**Run 1: metal 1**

Bar = 20 um. Supply wires on this layer in grey.
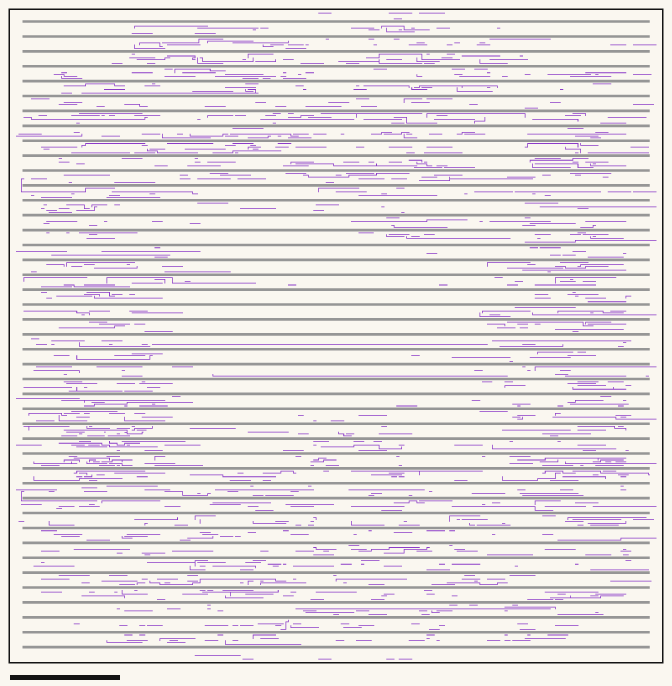
**Run 1: met2 routing**

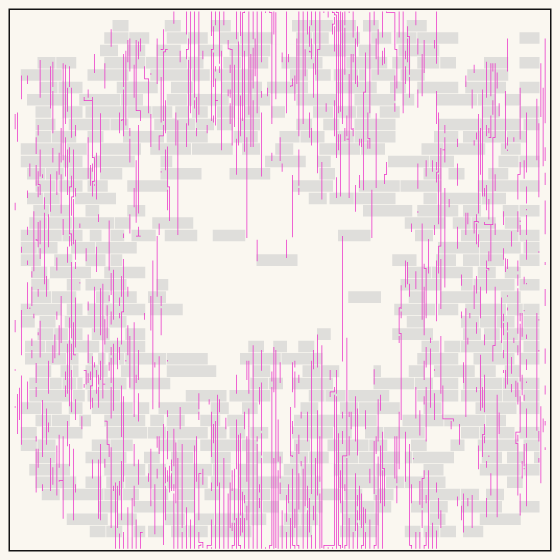
**Run 1: met3 routing**

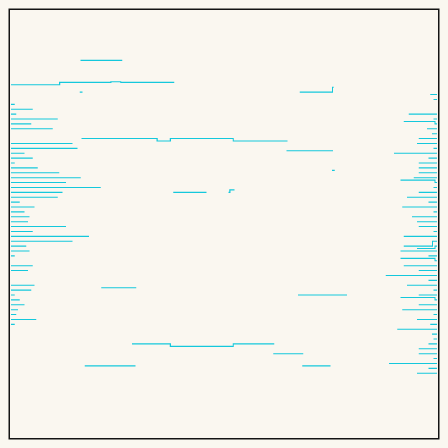
==> config.mk <==
export PLATFORM = sky130hd
export DESIGN_NAME = mem_access_sequencer_flat
export DESIGN_NICKNAME = d
export VERILOG_FILES = /design/src/rtl/mem_access_sequencer_if.sv /design/src/rtl/mem_access_sequencer.sv /design/src/flat_wrapper.sv
export SDC_FILE = /design/constraint.sdc
export NUM_CORES = 1
export LEC_CHECK = 0
export ABC_AREA = 0
export CAP_MARGIN = 20
export CORE_MARGIN = 2
export CORE_UTILIZATION = 35
export CTS_CLUSTER_SIZE = 14
export DETAILED_ROUTE_END_ITERATION = 10
export PLACE_DENSITY = 0.7
export SLEW_MARGIN = 20
export SYNTH_ARGS = -nofsm -noshare
export SYNTH_HDL_FRONTEND = slang
export SYNTH_SLANG_ARGS = --single-unit
export TNS_END_PERCENT = 20
==> constraint.sdc <==
create_clock -name clk -period 2 [get_ports clk]
set_clock_uncertainty 0.2 [all_clocks]
set_input_delay 0.5 -clock clk [delete_from_list [all_inputs] [get_ports clk]]
set_output_delay 0.5 -clock clk [all_outputs]
set_load 0.005 [all_outputs]
==> out/results.txt, run 1 <==
root buf cell - clkbuf_16
Post-Place Cells - 643
yosys adder share - 0
Net Count, Synth - 353
Flops - 120
Worst Hold Slack - 0.276 ns
Reg area - 0.00300 mm^2
Synth Area in XOR/XNOR - 0
Reg2Reg Depth - 3
initial antenna violation count - 0
#MultiIn Comb - 129
Setup WS post-layout - 0.0420 ns
Final Cycle Share - 0.979
non-clk buf share - 0.309
Clk network pwr share - 0.287
die area - 0.0142 mm^2
flop share of the area - 0.386
post-route cell area - 0.00777 mm^2
FP Util - 0.354
Yosys Instances - 267
Flops after synth - 120
Largest cell class - sequential cells
post-synth top area cell - dfrtp_1
status - finished, final reports clean
Top Metal Used - met4
worst-path cell chain - clkdlybuf4s50_1
setup TNS - 0 ns
clock buffer count - 26
I/O Pins - 203
Critical Path AT - 1.26 ns
RePlAce Congestion - 0.751
fillcell total - 996
Crit path depth - 1
r2r setup slk - 0.21 ns
Die H - 119 um
slowest stage cell on the critical path - clkdlybuf4s50_1
Post-CTS Repair Setup Buffers - 0
CTS clk-pin slew, worst paths - 0.05 ns
TritonCTS clock tree - built
Crit path largest cell delay - 0.50 ns
YS chip area - 0.00463 mm^2
post-cts hold buffer count - 1
Worst VDD drop - 0.827 mV
DPL Wire Length - 7750 um
WL/cell - 16.2 um
DP Area - 0.00692 mm^2
Power Clock - 3.15 mW
Vias/cell - 4.48
FP Rows - 42
cts bufs inserted - 17
ANT nets after route - 0
# setup viols final - 0
final core utilization - 0.594
kind of critical path - reg -> out
final net count - 575
Crit. End Element - output port
Back to the opening pictures, 'metal 1':
nets with wire on the layer: 491
main direction: horizontal
routed via count: 3,037
GR Util met1: 0.196
drt total wl: 11,000 um

Back to the opening pictures, 'met2 routing':
share of all routed wire: 51%
nets with wire on the layer: 547
longest straight run: 44.7 um
global-route met2 utilization: 0.259

Back to the opening pictures, 'met3 routing':
longest straight run: 24.6 um
nets with wire on the layer: 99
met3 usage: 0.0699

==> run 1: cell families after synthesis <==
kind of cell | Yosys count
AOI/OAI and AO/OA | 8
buffers and inverters | 18
DFF | 120
muxes | 114
other | 1
and+or+nand+nor | 6
==> run 1: cell usage in the layout, fill, tap and decap left out, types with 9 or more instances in the layout <==
cell type,count
dlygate4sd2_1,16
dlymetal6s2s_1,85
buf_4,10
clkdlybuf4s50_1,99
mux2_1,49
mux2_4,30
mux2_2,35
clkbuf_8,9
dfrtp_1,120
clkbuf_16,17
==> run 1: routing by layer <==
metal	track usage	vias up
met5	0	-
met4	0.0603	0
met3	0.0699	12
met2	0.259	121
met1	0.196	1518
li1	-	1386
==> inputs of run 2 (changes only) <==
--- a/config.mk
+++ b/config.mk
@@ -12,6 +12,7 @@
 export CTS_CLUSTER_SIZE = 14
 export DETAILED_ROUTE_END_ITERATION = 10
 export PLACE_DENSITY = 0.7
+export SKIP_LAST_GASP = 1
 export SLEW_MARGIN = 20
 export SYNTH_ARGS = -nofsm -noshare
 export SYNTH_HDL_FRONTEND = slang
==> run 2 against run 1 <==
Critical path depth unchanged. Cell area down 2.0%. Worst setup slack worse by 0.023 ns. Power up 2.5%. Synthesized area unchanged. Final cell count down 0.15%. Via count down 0.63%. Clock-buffer cell count unchanged. Routed wire length down 2.3%. Synthesized cell count unchanged. Largest power group unchanged. Highest routed layer unchanged.
==> out/results.txt, run 2 <==
kind of critical path - reg -> out (unchanged)
TritonCTS clock tree - built (unchanged)
Top Metal Used - met4 (unchanged)
Crit path depth - 1 (unchanged)
Crit. End Element - output port (unchanged)
status - finished, final reports clean (unchanged)
most used routing layer - met2 (unchanged)
Die H - 119 um (unchanged)
post-synth top area cell - dfrtp_1 (unchanged)
root buf cell - clkbuf_16 (unchanged)
final net count - 574 (was 575)
non-clk buf share - 0.295 (was 0.309)
slowest stage cell on the critical path - clkdlybuf4s50_1 (unchanged)
global-route met2 utilization - 0.259 (unchanged)
YS chip area - 0.00463 mm^2 (unchanged)
I/O Pins - 203 (unchanged)
r2r setup slk - 0.21 ns (about the same)
main logic family after synthesis - multiplexers (unchanged)
met3 usage - 0.0699 (unchanged)
GR Util met1 - 0.196 (unchanged)
clock buffer count - 26 (unchanged)
die area - 0.0142 mm^2 (unchanged)
fillcell total - 1,017 (was 996)
Reg2Reg Depth - 3 (unchanged)
global-route wire length before repair - 17,500 um (unchanged)
commonest non-fill, non-tap cell in the layout - clkdlybuf4s50_1 (was dfrtp_1)
Setup WS post-layout - 0.0191 ns (was 0.0420 ns)
initial antenna violation count - 0 (unchanged)
DPL Wire Length - 7750 um (unchanged)
yosys adder share - 0 (unchanged)
Final Cycle Share - 0.990 (was 0.979)
WL/cell - 15.8 um (was 16.2 um)
FP Util - 0.354 (unchanged)
Flops - 120 (unchanged)
Post-Place Cells - 643 (unchanged)
Vias/cell - 4.46 (was 4.48)
Flops after synth - 120 (unchanged)
Yosys Instances - 267 (unchanged)
worst-path cell chain - clkdlybuf4s50_1 (unchanged)
Reg area - 0.00300 mm^2 (unchanged)
Synth Area in XOR/XNOR - 0 (unchanged)
# setup viols final - 0 (unchanged)
Post-CTS Repair Setup Buffers - 0 (unchanged)
CTS clk-pin slew, worst paths - 0.06 ns (was 0.05 ns)
ANT nets after route - 0 (unchanged)
Critical Path AT - 1.28 ns (was 1.26 ns)
flop share of the area - 0.394 (was 0.386)
FP Rows - 42 (unchanged)
[run 2: stage by stage]
stage,instance area (um^2),util,hold WS [ns],TNS (ns)
after CTS,7560,0.578,0.286,-0.0900
after global placement,6920,0.529,0.267,-26.82
after floorplan,4630,-,0.00441,0
final,7620,0.582,0.281,0
after global routing,7620,0.582,0.299,-1.24
after detailed placement,6920,0.529,0.268,-29.69
[run 2: logic make-up (layout without fill, tap and decap cells)]
logic type | count (synthesis) | in the layout
buffers and inverters | 18 | 252
multiplexers | 114 | 114
AND-OR/OR-AND | 8 | 8
other | 1 | 1
flip-flops | 120 | 120
AND/OR/NAND/NOR | 6 | 6
[run 2: power breakdown]
group | switching, mW | internal, mW | leakage, nW
combinational | 1.11 | 2.88 | 1.77
clock | 1.03 | 2.13 | 0.314
sequential | 0.581 | 3.53 | 1.42
**Run 2: met3 routing**

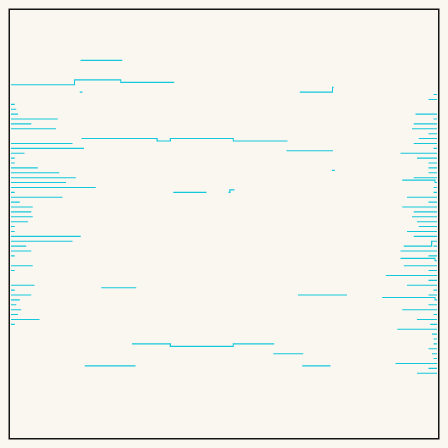
share of all routed wire: 7.4%
longest straight run: 23.2 um
routed via count: 3,018
drt total wl: 10,700 um

**Run 2: metal 1**

Bar = 20 um. Supply wires on this layer in grey.
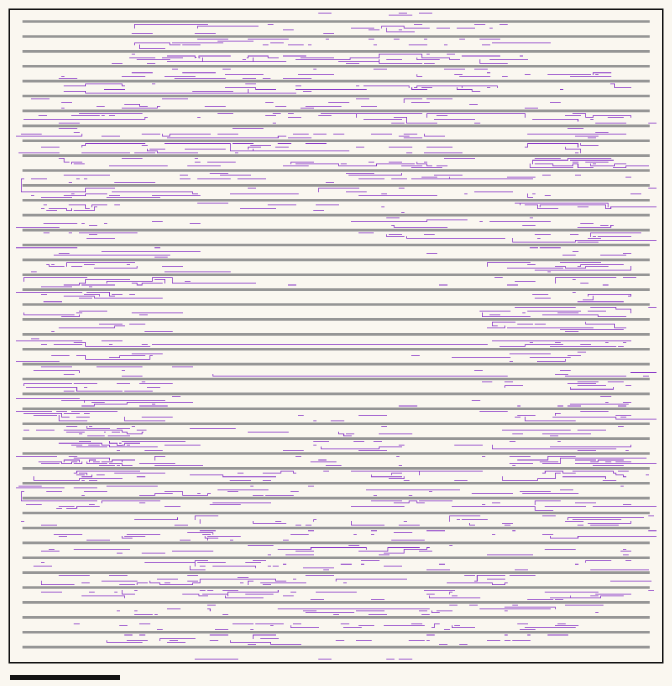
share of all routed wire: 42%
nets with wire on the layer: 496
longest straight run: 61.2 um

**Run 2: met2 routing**

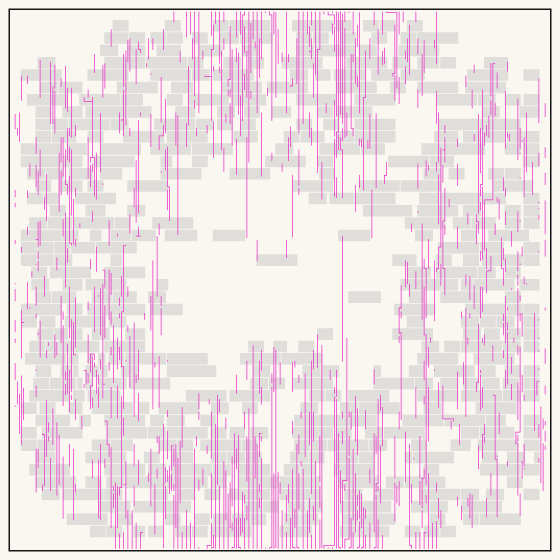
share of all routed wire: 49%
longest straight run: 44.7 um

No activity file was given, so power comes from the tool's default toggle rates.
